run_1/sizing.png
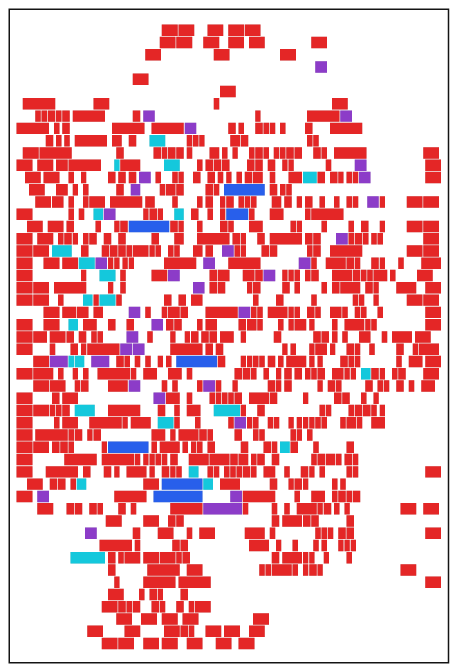
run_1/clock_nets.png
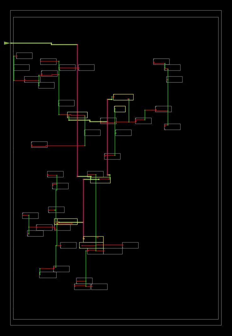
run_1/clock_wires.png
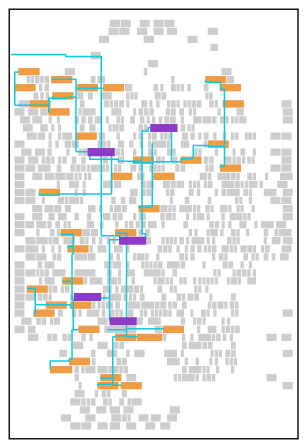
**src/rtl/instruction_sequencer_if.sv**
```systemverilog
// rtl/instruction_sequencer_if.sv - memory and register-file bus between sequencer and datapath
interface instruction_sequencer_if;
    logic [15:0] mem_rdata;
    logic        mem_ready;
    logic [15:0] data_SR1;
    logic        br_taken;
    logic [15:0] mem_addr;
    logic        mem_read;
    logic        mem_write;
    logic [15:0] mem_wdata;
    logic [2:0]  SR1;
    logic [2:0]  SR2;
    logic [2:0]  DR;
    logic        RegWrite;
    logic        wb_sel;
    logic [1:0]  alu_op;
    logic        imm_sel;
    logic [15:0] incremented_PC;

    modport master (
        input  mem_rdata, mem_ready, data_SR1, br_taken,
        output mem_addr, mem_read, mem_write, mem_wdata,
               SR1, SR2, DR, RegWrite, wb_sel, alu_op, imm_sel, incremented_PC
    );

    modport slave (
        output mem_rdata, mem_ready, data_SR1, br_taken,
        input  mem_addr, mem_read, mem_write, mem_wdata,
               SR1, SR2, DR, RegWrite, wb_sel, alu_op, imm_sel, incremented_PC
    );
endinterface

```
**src/rtl/instruction_sequencer.sv**
```systemverilog
// rtl/instruction_sequencer.sv - multi-cycle fetch/decode/execute/mem control sequencer
module instruction_sequencer #(
    parameter logic [15:0] RESET_PC = 16'h3000
) (
    input  logic                          clk,
    input  logic                          rst,
    instruction_sequencer_if.master       bus,
    output logic [15:0]                   pc,
    output logic [15:0]                   ir,
    output logic                          halted
);

    typedef enum logic [2:0] {
        FETCH   = 3'd0,
        DECODE  = 3'd1,
        EXECUTE = 3'd2,
        MEM     = 3'd3,
        HALT    = 3'd4
    } state_t;

    localparam logic [3:0] OP_BR   = 4'b0000;
    localparam logic [3:0] OP_ADD  = 4'b0001;
    localparam logic [3:0] OP_LD   = 4'b0010;
    localparam logic [3:0] OP_ST   = 4'b0011;
    localparam logic [3:0] OP_JSR  = 4'b0100;
    localparam logic [3:0] OP_AND  = 4'b0101;
    localparam logic [3:0] OP_NOT  = 4'b1001;
    localparam logic [3:0] OP_JMP  = 4'b1100;
    localparam logic [3:0] OP_TRAP = 4'b1111;

    state_t      state, state_n;
    logic [3:0]  opcode;
    logic [15:0] off9;
    logic [15:0] off11;

    assign opcode = ir[15:12];
    assign off9   = {{7{ir[8]}}, ir[8:0]};
    assign off11  = {{5{ir[10]}}, ir[10:0]};
    assign halted = (state == HALT);

    always_comb begin
        state_n            = state;
        bus.mem_addr       = pc;
        bus.mem_read       = 1'b0;
        bus.mem_write      = 1'b0;
        bus.mem_wdata      = bus.data_SR1;
        bus.SR1            = ir[8:6];
        bus.SR2            = ir[2:0];
        bus.DR             = ir[11:9];
        bus.RegWrite       = 1'b0;
        bus.wb_sel         = 1'b0;
        bus.alu_op         = 2'b11;
        bus.imm_sel        = ir[5];
        bus.incremented_PC = pc;

        case (state)
            FETCH: begin
                bus.mem_read = 1'b1;
                if (bus.mem_ready) state_n = DECODE;
            end
            DECODE: begin
                case (opcode)
                    OP_TRAP: state_n = HALT;
                    4'b1000, 4'b1010, 4'b1011, 4'b1101,
                    4'b1110, 4'b0110, 4'b0111: state_n = FETCH;
                    default: state_n = EXECUTE;
                endcase
            end
            EXECUTE: begin
                state_n = FETCH;
                case (opcode)
                    OP_ADD: begin
                        bus.RegWrite = 1'b1;
                        bus.alu_op   = 2'b00;
                    end
                    OP_AND: begin
                        bus.RegWrite = 1'b1;
                        bus.alu_op   = 2'b01;
                    end
                    OP_NOT: begin
                        bus.RegWrite = 1'b1;
                        bus.alu_op   = 2'b10;
                    end
                    OP_JSR: begin
                        // R7 captures the pre-jump pc via incremented_PC this cycle
                        bus.RegWrite = 1'b1;
                        bus.DR       = 3'b111;
                    end
                    OP_LD, OP_ST: begin
                        bus.mem_addr = pc + off9;
                        state_n      = MEM;
                    end
                    default: ;
                endcase
            end
            MEM: begin
                bus.mem_addr = pc + off9;
                if (opcode == OP_ST) begin
                    bus.SR1       = ir[11:9];
                    bus.mem_write = 1'b1;
                end else begin
                    bus.mem_read = 1'b1;
                    if (bus.mem_ready) begin
                        bus.RegWrite = 1'b1;
                        bus.wb_sel   = 1'b1;
                    end
                end
                if (bus.mem_ready) state_n = FETCH;
            end
            HALT: state_n = HALT;
            default: state_n = FETCH;
        endcase
    end

    always_ff @(posedge clk) begin
        if (rst) begin
            state <= FETCH;
            pc    <= RESET_PC;
            ir    <= 16'h0000;
        end else begin
            state <= state_n;
            case (state)
                FETCH: begin
                    if (bus.mem_ready) begin
                        ir <= bus.mem_rdata;
                        pc <= pc + 16'd1;
                    end
                end
                EXECUTE: begin
                    case (opcode)
                        OP_BR:   if (bus.br_taken) pc <= pc + off9;
                        OP_JMP:  pc <= bus.data_SR1;
                        OP_JSR:  pc <= pc + off11;
                        default: ;
                    endcase
                end
                default: ;
            endcase
        end
    end

endmodule

```
**src/flat_wrapper.sv**
```systemverilog
// flat-port wrapper written by rule: the top's interface ports become plain ports
module instruction_sequencer_flat 
#(
    parameter logic [15:0] RESET_PC = 16'h3000
)
  (clk, rst, pc, ir, halted, bus_mem_rdata, bus_mem_ready, bus_data_SR1, bus_br_taken, bus_mem_addr, bus_mem_read, bus_mem_write, bus_mem_wdata, bus_SR1, bus_SR2, bus_DR, bus_RegWrite, bus_wb_sel, bus_alu_op, bus_imm_sel, bus_incremented_PC);
  instruction_sequencer_if bus_i ();
  input  logic clk;
  input  logic rst;
  output logic [15:0] pc;
  output logic [15:0] ir;
  output logic halted;
  input wire logic [$bits(bus_i.mem_rdata)-1:0] bus_mem_rdata;
  input wire logic [$bits(bus_i.mem_ready)-1:0] bus_mem_ready;
  input wire logic [$bits(bus_i.data_SR1)-1:0] bus_data_SR1;
  input wire logic [$bits(bus_i.br_taken)-1:0] bus_br_taken;
  output wire logic [$bits(bus_i.mem_addr)-1:0] bus_mem_addr;
  output wire logic [$bits(bus_i.mem_read)-1:0] bus_mem_read;
  output wire logic [$bits(bus_i.mem_write)-1:0] bus_mem_write;
  output wire logic [$bits(bus_i.mem_wdata)-1:0] bus_mem_wdata;
  output wire logic [$bits(bus_i.SR1)-1:0] bus_SR1;
  output wire logic [$bits(bus_i.SR2)-1:0] bus_SR2;
  output wire logic [$bits(bus_i.DR)-1:0] bus_DR;
  output wire logic [$bits(bus_i.RegWrite)-1:0] bus_RegWrite;
  output wire logic [$bits(bus_i.wb_sel)-1:0] bus_wb_sel;
  output wire logic [$bits(bus_i.alu_op)-1:0] bus_alu_op;
  output wire logic [$bits(bus_i.imm_sel)-1:0] bus_imm_sel;
  output wire logic [$bits(bus_i.incremented_PC)-1:0] bus_incremented_PC;
  assign bus_i.mem_rdata = bus_mem_rdata;
  assign bus_i.mem_ready = bus_mem_ready;
  assign bus_i.data_SR1 = bus_data_SR1;
  assign bus_i.br_taken = bus_br_taken;
  assign bus_mem_addr = bus_i.mem_addr;
  assign bus_mem_read = bus_i.mem_read;
  assign bus_mem_write = bus_i.mem_write;
  assign bus_mem_wdata = bus_i.mem_wdata;
  assign bus_SR1 = bus_i.SR1;
  assign bus_SR2 = bus_i.SR2;
  assign bus_DR = bus_i.DR;
  assign bus_RegWrite = bus_i.RegWrite;
  assign bus_wb_sel = bus_i.wb_sel;
  assign bus_alu_op = bus_i.alu_op;
  assign bus_imm_sel = bus_i.imm_sel;
  assign bus_incremented_PC = bus_i.incremented_PC;
  instruction_sequencer #(.RESET_PC(RESET_PC)) u_core (.clk(clk), .rst(rst), .bus(bus_i), .pc(pc), .ir(ir), .halted(halted));
endmodule
```
**config.mk**
```make
export PLATFORM = sky130hd
export DESIGN_NAME = instruction_sequencer_flat
export DESIGN_NICKNAME = d
export VERILOG_FILES = /design/src/rtl/instruction_sequencer_if.sv /design/src/rtl/instruction_sequencer.sv /design/src/flat_wrapper.sv
export SDC_FILE = /design/constraint.sdc
export NUM_CORES = 1
export LEC_CHECK = 0
export ABC_AREA = 1
export CORE_ASPECT_RATIO = 1.5
export CORE_MARGIN = 1
export CORE_UTILIZATION = 30
export DETAILED_ROUTE_END_ITERATION = 10
export GPL_ROUTABILITY_DRIVEN = 0
export PLACE_DENSITY_LB_ADDON = 0.3
export SYNTH_ARGS = -nofsm -noshare
export SYNTH_HDL_FRONTEND = slang
export SYNTH_SLANG_ARGS = --single-unit
```
**constraint.sdc**
```tcl
create_clock -name clk -period 3.2 [get_ports clk]
set_clock_uncertainty 0.2 [all_clocks]
set_input_delay 0.32 -clock clk [delete_from_list [all_inputs] [get_ports clk]]
set_output_delay 0.32 -clock clk [all_outputs]
set_load 0.02 [all_outputs]
```
==> flow_metrics.env, run 1 <==
# source this file to load flow results
export IMPL_status="complete, no violations"
export IMPL_n_fill_cell=1394
export IMPL_slew_headroom_pct=65.1
export IMPL_yosys_stat_chipArea_mm2=0.00407
export IMPL_dieWidth_um=97.0
export IMPL_grt_first_pass_wirelength_um=23500
export IMPL_yosysSeqAreaShare_pct=18.2
export IMPL_max_cap_violations=0
export IMPL_critPathRequiredTime_ns=2.68
export IMPL_worst_pin_slew_ns=0.524
export IMPL_max_stage_delay_ns=0.54
export IMPL_path_clk_slew_ns=0.06
export IMPL_final_period_utilization_pct=96.2
export IMPL_place_detailed_hpwl_um=12200
export IMPL_mostFrequentLayoutCells="nand2_1, clkdlybuf4s50_1, inv_1"
export IMPL_avgSynthCellArea_um2=5.87
export IMPL_fp_nets=751
export IMPL_wire_per_inst_um=15.7
export IMPL_fmax_mhz=325
export IMPL_place_inst=956
export IMPL_via_count=4824
export IMPL_period_minus_slack_ns=3.08
export IMPL_synth_area_mm2=0.00407
export IMPL_grt_pass1_vias=4611
export IMPL_power_leakage_uw=0.00274
export IMPL_startpoint_type="register"
export IMPL_power_total_uw=2550
export IMPL_endpoint_kind="output port"
export IMPL_fin_cells=964
export IMPL_ant_nets=0
export IMPL_drive_gt1_share_pct=7.95
export IMPL_crit_path_cell_trace="nor2_4, nand2_2, nor3_2, nor2_1, clkinvlp_4, o21ai_0, inv_1, clkdlybuf4s50_1"
export IMPL_drt_pass1_iter_count=4
export IMPL_gr_total_overflow=0
export IMPL_final_setup_viol_count=0
export IMPL_io_pins=133
export IMPL_viasPerCell=5.00
export IMPL_warning_count=26
export IMPL_core_area_mm2=0.0131
export IMPL_yosys_stat_cells=692
export IMPL_cts_tree="done"
export IMPL_die_area_mm2=0.0140
export IMPL_drtIter0Drc=202
export IMPL_ys_warnings_count=0
export IMPL_grt_max_degree=27
export IMPL_fin_util_pct=43.0
export IMPL_clock_root_buffer="clkbuf_16"
export IMPL_final_common_cell="nand2_1"
export IMPL_cp_top_family="buffers and inverters"
export IMPL_peakVddDrop_mv=0.304
export IMPL_ys_ff=37
export IMPL_antennaDiodeCount=0
export IMPL_p_per_area_mw_per_mm2=455
export IMPL_crit_buf_inv=3
export IMPL_clockBufferDepth=2
export IMPL_reg2reg_slack_ns=0.63
export IMPL_portBuffers=132
export IMPL_crit_type="register to output port"
export IMPL_hp_class="register to register"
export IMPL_cts_made_buffers=5
export IMPL_gr_usage_all_layers_pct=21.6
export IMPL_rows=51
export IMPL_arrival_ns=2.56
export IMPL_finalHoldViolCount=0
export IMPL_synth_distinct_cells=38
export IMPL_syn_inst=692
export IMPL_cp_max_fo=20
export IMPL_slew_violations=0
export IMPL_finalWirelength_um=15100
export IMPL_nNetsFinal=863
export IMPL_grt_antenna_before_repair=0
export IMPL_chipHeight_um=145
export IMPL_drc=0
export IMPL_fp_util_pct=31.1
export IMPL_slowest_stage="dfxtp_1"
export IMPL_cts_htree_levels=2
-- sizing.png (at the start) --
[cyan] x2 | cells: 23
[purple] x3 and x4 | cells: 34
[blue] x6 and larger | cells: 7
[red] x1 and smaller | cells: 741
Final Instance Area: 0.00562 mm2
Final WS setup: 0.122 ns
Area Growth Syn to Fin: 38.2%

-- clock_nets.png (at the start) --
clock net sink count: 37
CLK BUF: 7

-- clock_wires.png (at the start) --
[purple] clock-net drivers | count: 5
[orange] flip-flops | count: 37
[cyan] clock wires | length: 657 um
routed clock nets: 6
flops lie: all over the die
worst skew pair latency: 0.29 ns
Clock power frac: 23.1%
clock group total power: 590 uW

==> run 1: state kept, by name, indices dropped and copies added, names as in the netlist, named ones only <==
register and cells:
u_core.bus.incremented_PC 16, u_core.ir 16, u_core.state 3
==> run 1: cell families (layout without fill, tap and decap cells) <==
logic type | Yosys count | after routing | synth area share (%)
AOI/OAI and AO/OA | 128 | 128 | 17.1
xor gates and xnor gates | 11 | 11 | 2.37
adders and majority gates | 23 | 23 | 7.26
buffers and inverters | 155 | 268 | 18.8
DFF | 37 | 37 | 18.2
and+or+nand+nor | 338 | 338 | 36.2
==> run 1: per-layer routing <==
layer / vias up / track usage (%) / part of all wire (%)
li1: 2438 / - / -
met4: 0 / 13.0 / 5.6
met3: 42 / 3.00 / 5.9
met5: - / 0 / 0
met1: 2126 / 23.1 / 38
met2: 218 / 40.3 / 50
==> run 1: what timing repair did <==
item	CTS	global route
endpoints found under the setup margin	10	12
hold buffers	0	0
buffers inserted	0	0
gates resized	8	11
==> run 1: worst paths after layout <==
kind	startpoint	to	depth (start not counted)
max reg2reg	u_core.state[2]$_SDFFE_PP0P_	u_core.bus.incremented_PC[7]$_SDFFE_PP0P_	10
min reg2reg	u_core.ir[11]$_SDFFE_PP0P_	u_core.ir[11]$_SDFFE_PP0P_	2
max	u_core.state[2]$_SDFFE_PP0P_	bus_mem_addr[2]	8
min	u_core.ir[11]$_SDFFE_PP0P_	u_core.ir[11]$_SDFFE_PP0P_	2
==> run 1: layout make-up <==
type,instances,area (um2),share of cell area (%)
inverter,99,378,6.72
timing repair buffer,161,1550,27.5
multi-input combinational,500,2580,45.9
clock inverter,1,30.0,0.534
tap,159,199,3.54
clock buffer,7,143,2.54
sequential,37,746,13.3
==> run 1: report_power, final <==
group	internal [uW]	switching, uW
combinational	560	823
clock	390	201
sequential	518	63.1
==> run 1: per-stage QoR <==
stage               hold WS (ns)  worst slack, ns  area [um2]  setup TNS, ns
detailed placement         0.275            0.179        5410              0
floorplan                  0.190            0.668        4070              0
global route               0.307          -0.0361        5620        -0.0361
CTS                        0.284          0.00385        5590              0
global placement           0.272            0.214        5410              0
finish                     0.281            0.122        5620              0
==> run 1: synth_stat cells, drive strengths merged <==
cell type	n	area (um2)
clkbuf	6	23.8
o2111ai	1	8.76
o311ai	1	8.76
o21bai	4	30.0
ha	22	275
nor4	1	12.5
a21oi	55	279
nand3b	4	30.0
fa	1	20.0
o211ai	5	42.5
a31oi	8	50.1
nor3	19	120
a21o	1	7.51
dfxtp	37	741
o21a	2	15.0
inv	99	374
nand2	186	706
or2	2	12.5
and2	2	12.5
o21ai	51	255
nor2	55	229
xnor2	5	43.8
xor2	6	52.6
buf	50	365
nand3	65	325
nand4	4	25.0
==> run 1: tightest hold or removal path: stages, from the launching register on <==
cell	delay, ns
dfxtp_1	0.31
inv_1	0.07
a21oi_1	0.05
==> run 2: changes to the inputs <==
--- a/config.mk
+++ b/config.mk
@@ -11,7 +11,8 @@
 export CORE_UTILIZATION = 30
 export DETAILED_ROUTE_END_ITERATION = 10
 export GPL_ROUTABILITY_DRIVEN = 0
-export PLACE_DENSITY_LB_ADDON = 0.3
+export GPL_TIMING_DRIVEN = 0
+export PLACE_DENSITY = 0.56
 export SYNTH_ARGS = -nofsm -noshare
 export SYNTH_HDL_FRONTEND = slang
 export SYNTH_SLANG_ARGS = --single-unit
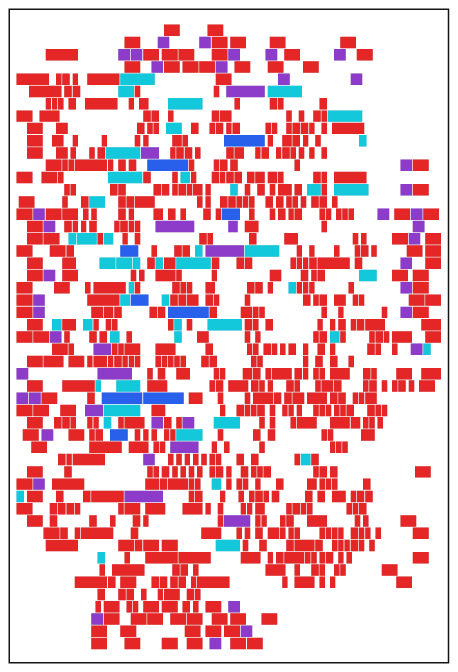
run_2/sizing.png
[purple] x3 and x4 | cells: 50
[cyan] x2 | cells: 48
[red] x1 and smaller | cells: 725
[blue] x6 and larger | cells: 9
Final Instance Area: 0.00584 mm2
Non-clk bufs: 188

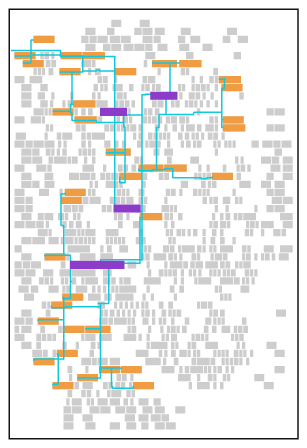
run_2/clock_wires.png
[cyan] clock wires | length: 679 um
[orange] flip-flops | count: 37
[purple] clock-net drivers | count: 5
flops lie: all over the die
routed clock nets: 6
Clock power frac: 20.0%
clock group total power: 502 uW

==> run 2 against run 1 <==
  * Combinational power hardly changed
  * Sequential share of layout area is 0.11 points lower
  * Maximum frequency is 0.97% lower
  * Register-to-register slack better by 0.20 ns
==> flow_metrics.env, run 2 <==
# source this file to load flow results
export IMPL_cp_num_cells=13
export IMPL_grt_first_pass_wirelength_um=24700
export IMPL_hold_buffers=0
export IMPL_fmax_mhz=322
export IMPL_slew_headroom_pct=57.2
export IMPL_grt_antenna_before_repair=0
export IMPL_ff_type="dfxtp_1"
export IMPL_finalHoldViolCount=0
export IMPL_max_cap_violations=0
export IMPL_grt_pass1_vias=4919
export IMPL_cts_tree="done"
export IMPL_cts_htree_levels=2
export IMPL_viasPerCell=5.07
export IMPL_startpoint="u_core.bus.incremented_PC[3]$_SDFFE_PP0P_"
export IMPL_hp_class="input port to register"
export IMPL_fp_util_pct=31.1
export IMPL_gr_usage_all_layers_pct=22.5
export IMPL_endpoint_kind="output port"
export IMPL_crit_path_cell_trace="ha_1, nand2_1, nand2_1, nand2_1, nand2_1, nand2_1, nand3_1, nand2_1, nand2_1, nand2_1, o21ai_0, inv_1, clkdlybuf4s50_1"
export IMPL_yosys_top_cells_count="nand2_1, inv_1, nand3_1, a21oi_1, nor2_1"
export IMPL_ys_warnings_count=0
export IMPL_grt_setup_unrepaired="yes"
export IMPL_mostFrequentLayoutCells="nand2_1, clkdlybuf4s50_1, inv_1"
export IMPL_clock_latency_ns=0.29
export IMPL_drive_gt1_share_pct=12.9
export IMPL_cp_top_family="simple AND/OR/NAND/NOR gates"
export IMPL_final_common_cell="nand2_1"
export IMPL_tns_ns=0
export IMPL_async_flop_share_pct=0
export IMPL_cp_max_fo=8
export IMPL_clockBufferDepth=2
export IMPL_rr_endpoint="u_core.bus.incremented_PC[14]$_SDFFE_PP0P_"
export IMPL_avgSynthCellArea_um2=5.87
export IMPL_arrival_ns=2.59
export IMPL_core_area_mm2=0.0131
export IMPL_cts_sinks=37
export IMPL_reg2reg_from="u_core.bus.incremented_PC[0]$_SDFFE_PP0P_"
export IMPL_crit_end="bus_mem_addr[10]"
export IMPL_finalWirelength_um=15700
export IMPL_slowest_stage="clkdlybuf4s50_1"
export IMPL_nNetsFinal=890
export IMPL_grt_max_degree=13
export IMPL_antennaDiodeCount=0
export IMPL_fin_util_pct=44.6
export IMPL_synth_area_mm2=0.00407
export IMPL_crit_type="register to output port"
export IMPL_gr_total_overflow=0
export IMPL_startpoint_type="register"
export IMPL_fp_nets=751
export IMPL_drc=0
export IMPL_slew_violations=0
export IMPL_drt_pass1_iter_count=5
export IMPL_yosys_area_top_type="dfxtp_1"
export IMPL_syn_to_final_growth_pct=43.6
export IMPL_yosysSeqAreaShare_pct=18.2
export IMPL_max_stage_delay_ns=0.60
export IMPL_period_minus_slack_ns=3.11
export IMPL_top_cell="nand2_1"
export IMPL_power_total_uw=2510
export IMPL_final_period_utilization_pct=97.1
export IMPL_yosys_area_top_type_share_pct=18.2
export IMPL_place_detailed_hpwl_um=12500
export IMPL_n_fill_cell=1385
export IMPL_io_pins=133
export IMPL_syn_inst=692
export IMPL_dieWidth_um=97.0
export IMPL_die_area_mm2=0.0140
export IMPL_yosys_stat_cells=692
export IMPL_power_leakage_uw=0.00290
export IMPL_rows=51
export IMPL_ys_ff=37
export IMPL_status="complete, no violations"
export IMPL_crit_buf_inv=2
export IMPL_via_count=5020
export IMPL_ys_top_cells_by_area="dfxtp_1, nand2_1, inv_1"
export IMPL_synth_distinct_cells=38
export IMPL_whs_path_depth=3
export IMPL_critPathRequiredTime_ns=2.68
export IMPL_worst_path_most_repeated_cell="nand2_1"
export IMPL_rr_worst_depth=13
export IMPL_path_clk_slew_ns=0.06
export IMPL_yosys_stat_chipArea_mm2=0.00407
export IMPL_wire_per_inst_um=15.8
export IMPL_worst_pin_slew_ns=0.642
export IMPL_reg2reg_slack_ns=0.83
export IMPL_p_per_area_mw_per_mm2=430
export IMPL_chipHeight_um=145
export IMPL_final_setup_viol_count=0
export IMPL_portBuffers=131
export IMPL_peakVddDrop_mv=0.379
export IMPL_drtIter0Drc=236
export IMPL_warning_count=27
export IMPL_ant_nets=0
export IMPL_clock_root_buffer="clkbuf_16"
export IMPL_edf_count=0
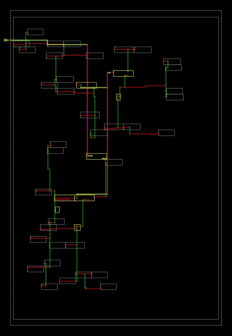
run_2/clock_nets.png
registers: 37
TritonCTS Buffers: 5
CLK BUF: 5

-- run 2: cell counts after synthesis --
Identical to the previous run, type by type.
-- run 2: final cells by class --
type | instances | area [um2] | area share (%)
Sequential cell | 37 | 768 | 13.2
Inverter | 99 | 374 | 6.41
Buffer | 55 | 385 | 6.60
Timing Repair Buffer | 133 | 1340 | 23.0
Clock buffer | 5 | 125 | 2.14
Tap cell | 159 | 199 | 3.41
Multi-Input combinational cell | 500 | 2630 | 45.0
Clock inverter | 3 | 17.5 | 0.300
-- run 2: power by group --
part	switching [uW]	total, uW	internal [uW]
Combinational	764	1350	584
Sequential	133	658	526
Clock	216	502	286
-- run 2: through the flow --
step	hold WS, ns	instances	setup slack [ns]	cell area, um2
2_1_floorplan	0.190	692	0.668	4070
3_3_place_gp	0.284	982	-0.0632	5580
3_5_place_dp	0.291	982	-0.0600	5580
4_1_cts	0.184	990	0.0169	5770
5_1_grt	0.194	991	-0.114	5840
6_report	0.178	991	0.0919	5840
-- run 2: kinds of logic after synthesis --
family | share of synthesized area, %
compound gates | 17.1
xor+xnor | 2.37
fa+ha+maj | 7.26
buf+inv | 18.8
flops | 18.2
simple gates | 36.2
-- run 2: timing repair --
item | 4_1_cts | 5_1_grt
endpoints found under the setup margin | 16 | 22
setup buffers | 0 | 2
endpoints found under the hold margin | 0 | 0
cloned | 0 | 0
pin swaps | 0 | 1
resized | 29 | 23
-- run 2: layer usage --
metal / global-route usage (%) / part of all wire, %
met5: 0 / 0
met4: 12.9 / 5.0
met3: 3.48 / 5.4
met2: 42.0 / 51
met1: 23.9 / 39
-- run 2: worst min-delay path by stage --
stage | from | endpoint | slack [ns]
3_5_place_dp | u_core.ir[3]$_SDFFE_PP0P_ | u_core.ir[3]$_SDFFE_PP0P_ | 0.29
4_1_cts | bus_mem_ready | u_core.ir[2]$_SDFFE_PP0P_ | 0.18
5_1_grt | bus_mem_ready | u_core.ir[5]$_SDFFE_PP0P_ | 0.19
6_report | bus_mem_ready | u_core.ir[5]$_SDFFE_PP0P_ | 0.18
2_1_floorplan | rst | u_core.bus.incremented_PC[3]$_SDFFE_PP0P_ | 0.19
3_3_place_gp | u_core.ir[3]$_SDFFE_PP0P_ | u_core.ir[3]$_SDFFE_PP0P_ | 0.28
-- run 2: worst min-delay path, stage by stage --
cell	delay [ns]
buf_2	0.15
nand3_1	0.09
a21oi_1	0.06
==> run 3: changes to the inputs <==
--- a/config.mk
+++ b/config.mk
@@ -10,9 +10,11 @@
 export CORE_MARGIN = 1
 export CORE_UTILIZATION = 30
 export DETAILED_ROUTE_END_ITERATION = 10
+export DONT_BUFFER_PORTS = 1
 export GPL_ROUTABILITY_DRIVEN = 0
 export GPL_TIMING_DRIVEN = 0
-export PLACE_DENSITY = 0.56
+export PLACE_DENSITY = 0.44
+export SETUP_SLACK_MARGIN = 0.05
 export SYNTH_ARGS = -nofsm -noshare
 export SYNTH_HDL_FRONTEND = slang
 export SYNTH_SLANG_ARGS = --single-unit
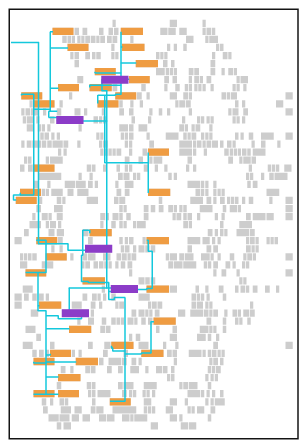
run_3/clock_wires.png
[purple] clock-net drivers | count: 5
[orange] flip-flops | count: 37
[cyan] clock wires | length: 696 um
routed clock nets: 6
Clock power frac: 22.4%
clock group total power: 493 uW

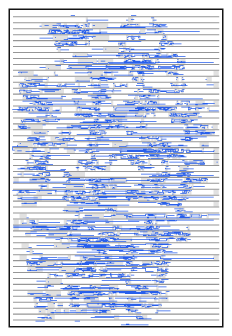
run_3/m1.png
Supply wires on this layer in gray.
wire length on this layer: 6,210 um
longest straight run: 40.0 um
Post-Route WL: 15,800 um
GR met1 Demand/Resource: 23.5%
vias: 4,479

==> run 3 against run 2 <==
  * Worst setup slack improved by 0.11 ns
  * Synthesized area did not move
  * Die size did not move
  * Core utilization fell by 10 points
  * First-iteration DRC count fell by 18%
  * Highest routed layer unchanged
  * Flip-flop count did not move
  * Global-route usage fell by 0.65 points
  * Via count fell by 11%
  * Design area fell by 22%
  * Count of clock-buffer cells in the layout rose by 1
  * Wire length rose by 0.67%
  * Sequential share of layout area rose by 3.6 points
==> flow_metrics.env, run 3 <==
# source this file to load flow results
export IMPL_status="complete, no violations"
export IMPL_rr_worst_depth=9
export IMPL_arrival_ns=2.48
export IMPL_sequentialPowerShare_pct=32.6
export IMPL_finalHoldViolCount=0
export IMPL_period_minus_slack_ns=3.00
export IMPL_avgSynthCellArea_um2=5.87
export IMPL_rows=51
export IMPL_die_area_mm2=0.0140
export IMPL_gr_total_overflow=0
export IMPL_top_cell="nand2_1"
export IMPL_warning_count=26
export IMPL_p_switching_uw=1060
export IMPL_fmax_mhz=333
export IMPL_whs_path_depth=2
export IMPL_grt_first_pass_wirelength_um=23100
export IMPL_peakVddDrop_mv=0.263
export IMPL_cts_htree_levels=2
export IMPL_met3WireLength_um=675
export IMPL_clockBufferDepth=2
export IMPL_clock_latency_ns=0.29
export IMPL_wire_per_inst_um=18.2
export IMPL_yosys_stat_cells=692
export IMPL_place_inst=851
export IMPL_crit_type="register to output port"
export IMPL_p_per_area_mw_per_mm2=485
export IMPL_yosys_stat_chipArea_mm2=0.00407
export IMPL_drt_pass1_iter_count=5
export IMPL_drtIter0Drc=193
export IMPL_async_flop_share_pct=0
export IMPL_ys_warnings_count=0
export IMPL_nNetsFinal=766
export IMPL_dr_wl_met2_um=8400
export IMPL_ys_ff=37
export IMPL_grt_setup_unrepaired="no"
export IMPL_final_period_utilization_pct=93.7
export IMPL_timing_hold_ws_ns=0.0336
export IMPL_fp_util_pct=31.1
export IMPL_worst_pin_slew_ns=0.669
export IMPL_yosys_top_cells_count="nand2_1, inv_1, nand3_1, a21oi_1, nor2_1"
export IMPL_combinationalPowerShare_pct=45.0
export IMPL_slew_violations=0
export IMPL_final_common_cell="nand2_1"
export IMPL_dieWidth_um=97.0
export IMPL_pre_cts_slack_ns=0.146
export IMPL_final_setup_viol_count=0
export IMPL_endpoint_kind="output port"
export IMPL_swShare_pct=48.0
export IMPL_ant_nets=0
export IMPL_yosys_area_top_type_share_pct=18.2
export IMPL_cp_max_fo=7
export IMPL_clock_root_buffer="clkbuf_16"
export IMPL_gr_usage_all_layers_pct=21.8
export IMPL_n_fill_cell=1474
export IMPL_yosysSeqAreaShare_pct=18.2
export IMPL_core_area_mm2=0.0131
export IMPL_antennaDiodeCount=0
export IMPL_fp_nets=751
export IMPL_synth_area_mm2=0.00407
export IMPL_hp_class="input port to register"
export IMPL_synth_distinct_cells=38
export IMPL_chipHeight_um=145
export IMPL_syn_inst=692
export IMPL_grt_antenna_before_repair=0
export IMPL_path_clk_slew_ns=0.06
export IMPL_max_cap_violations=0
export IMPL_yosys_area_top_type="dfxtp_1"
export IMPL_critPathRequiredTime_ns=2.68
export IMPL_grt_max_degree=12
export IMPL_power_leakage_uw=0.00231
export IMPL_fin_cells=867
export IMPL_tns_ns=0
export IMPL_cts_tree="done"
export IMPL_cts_sinks=37
export IMPL_drc=0
export IMPL_ys_top_cells_by_area="dfxtp_1, nand2_1, inv_1"
export IMPL_ff_type="dfxtp_1"
export IMPL_portBuffers=0
export IMPL_startpoint_type="register"
export IMPL_cts_made_buffers=5
export IMPL_met1_length_um=6210
export IMPL_edf_count=0
export IMPL_viasPerCell=5.17
export IMPL_slew_headroom_pct=55.1
export IMPL_p_int_uw=1140
export IMPL_grt_pass1_vias=4163
export IMPL_place_detailed_hpwl_um=12600
export IMPL_power_total_uw=2200
export IMPL_io_pins=133
export IMPL_top_layer_used="met4"
export IMPL_comb_area_mm2=0.00259
export IMPL_mostFrequentLayoutCells="nand2_1, inv_1, nand3_1"
export IMPL_regArea_um2=761
export IMPL_drive_gt1_share_pct=14.3
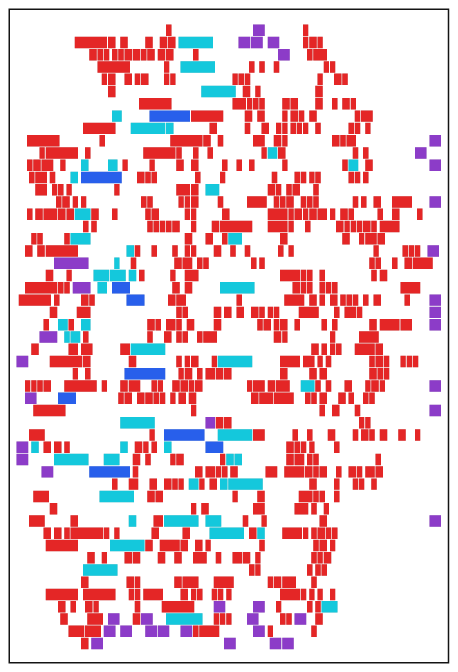
run_3/sizing.png
[red] x1 and smaller | cells: 607
[purple] x3 and x4 | cells: 41
[cyan] x2 | cells: 51
[blue] x6 and larger | cells: 9
Final Instance Area: 0.00453 mm2
Area Growth Syn to Fin: 11.4%
Final WS setup: 0.201 ns
Non-clk bufs: 64

[run 3: cell counts after synthesis]
No cell type changed its count.
[run 3: worst paths after layout]
path                                                   from  slack [ns]                                    endpoint
hold / removal                            bus_mem_rdata[12]        0.03                  u_core.ir[12]$_SDFFE_PP0P_
hold reg to reg                                    register        0.28                u_core.state[2]$_SDFFE_PP0P_
setup reg to reg                 u_core.ir[10]$_SDFFE_PP0P_        0.68  u_core.bus.incremented_PC[12]$_SDFFE_PP1P_
setup / recovery  u_core.bus.incremented_PC[0]$_SDFFE_PP0P_        0.20                            bus_mem_addr[12]
[run 3: per-stage QoR]
stage	utilization (%)	instance area (um2)
finish	34.6	4530
global route	34.6	4530
CTS	34.3	4490
detailed placement	32.6	4260
global placement	32.6	4260
floorplan	-	4070
[run 3: cell families after synthesis]
group / count (synthesis) / synth area share [%]
compound gates: 128 / 17.1
simple gates: 338 / 36.2
fa+ha+maj: 23 / 7.26
flops: 37 / 18.2
buf+inv: 155 / 18.8
xor+xnor: 11 / 2.37
[run 3: power by group through the flow]
stage	logic [uW]	registers, uW	clock network, uW
3_5_place_dp	973	721	0
2_1_floorplan	776	664	0
5_1_grt	1100	727	516
4_1_cts	989	713	499
3_3_place_gp	969	718	0
6_report	988	716	493
[run 3: cell type report]
cell class | instances | area share [%]
multi-input combinational | 500 | 57.2
sequential | 37 | 16.8
buffer | 56 | 8.60
inverter | 99 | 8.26
tap | 159 | 4.39
clock buffer | 6 | 2.85
timing repair buffer | 8 | 1.71
clock inverter | 2 | 0.221
[run 3: layer usage]
layer / global-route usage [%] / up-vias
li1: - / 2245
met1: 23.5 / 2075
met2: 42.5 / 139
met3: 2.37 / 20
met4: 9.74 / 0
met5: 0 / -
[run 3: timing repair]
action                                 in CTS  in global routing
gates resized                               8                 15
setup endpoints to repair                   4                 12
pin swaps                                   0                  1
endpoints found under the hold margin       9                  0
hold buffers                                7                  0
setup buffers                               0                  1
[run 3: worst max-delay path, cell delays in order, from the launching register on]
cell	delay [ns]
dfxtp_2	0.39
ha_1	0.26
fa_2	0.40
nand3_1	0.09
nand3_2	0.13
nand3_1	0.11
nand3_1	0.15
or2_2	0.32
nand2_1	0.07
nand2_1	0.04
o21ai_0	0.09
inv_1	0.15

==> screenshots <==
Placement by cell class.
Scale bar: 20 um.
Plate I
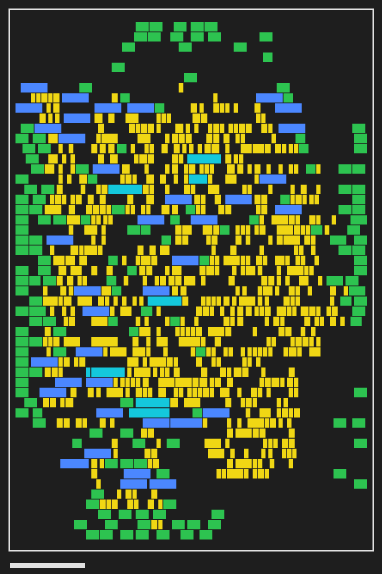
Plate II
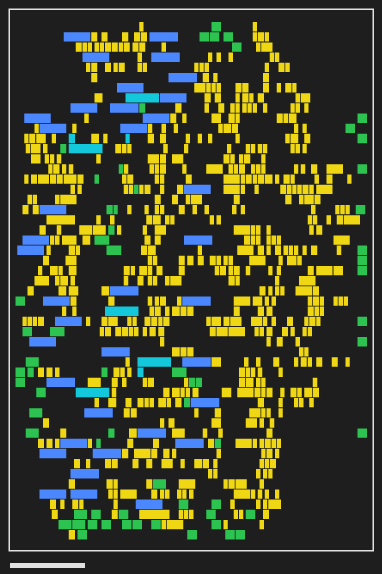
- highest utilization: Plate I
Plate I is run 1.
Plate II is run 3.

Power figures rest on the tool's default switching activity, not on a simulated workload.
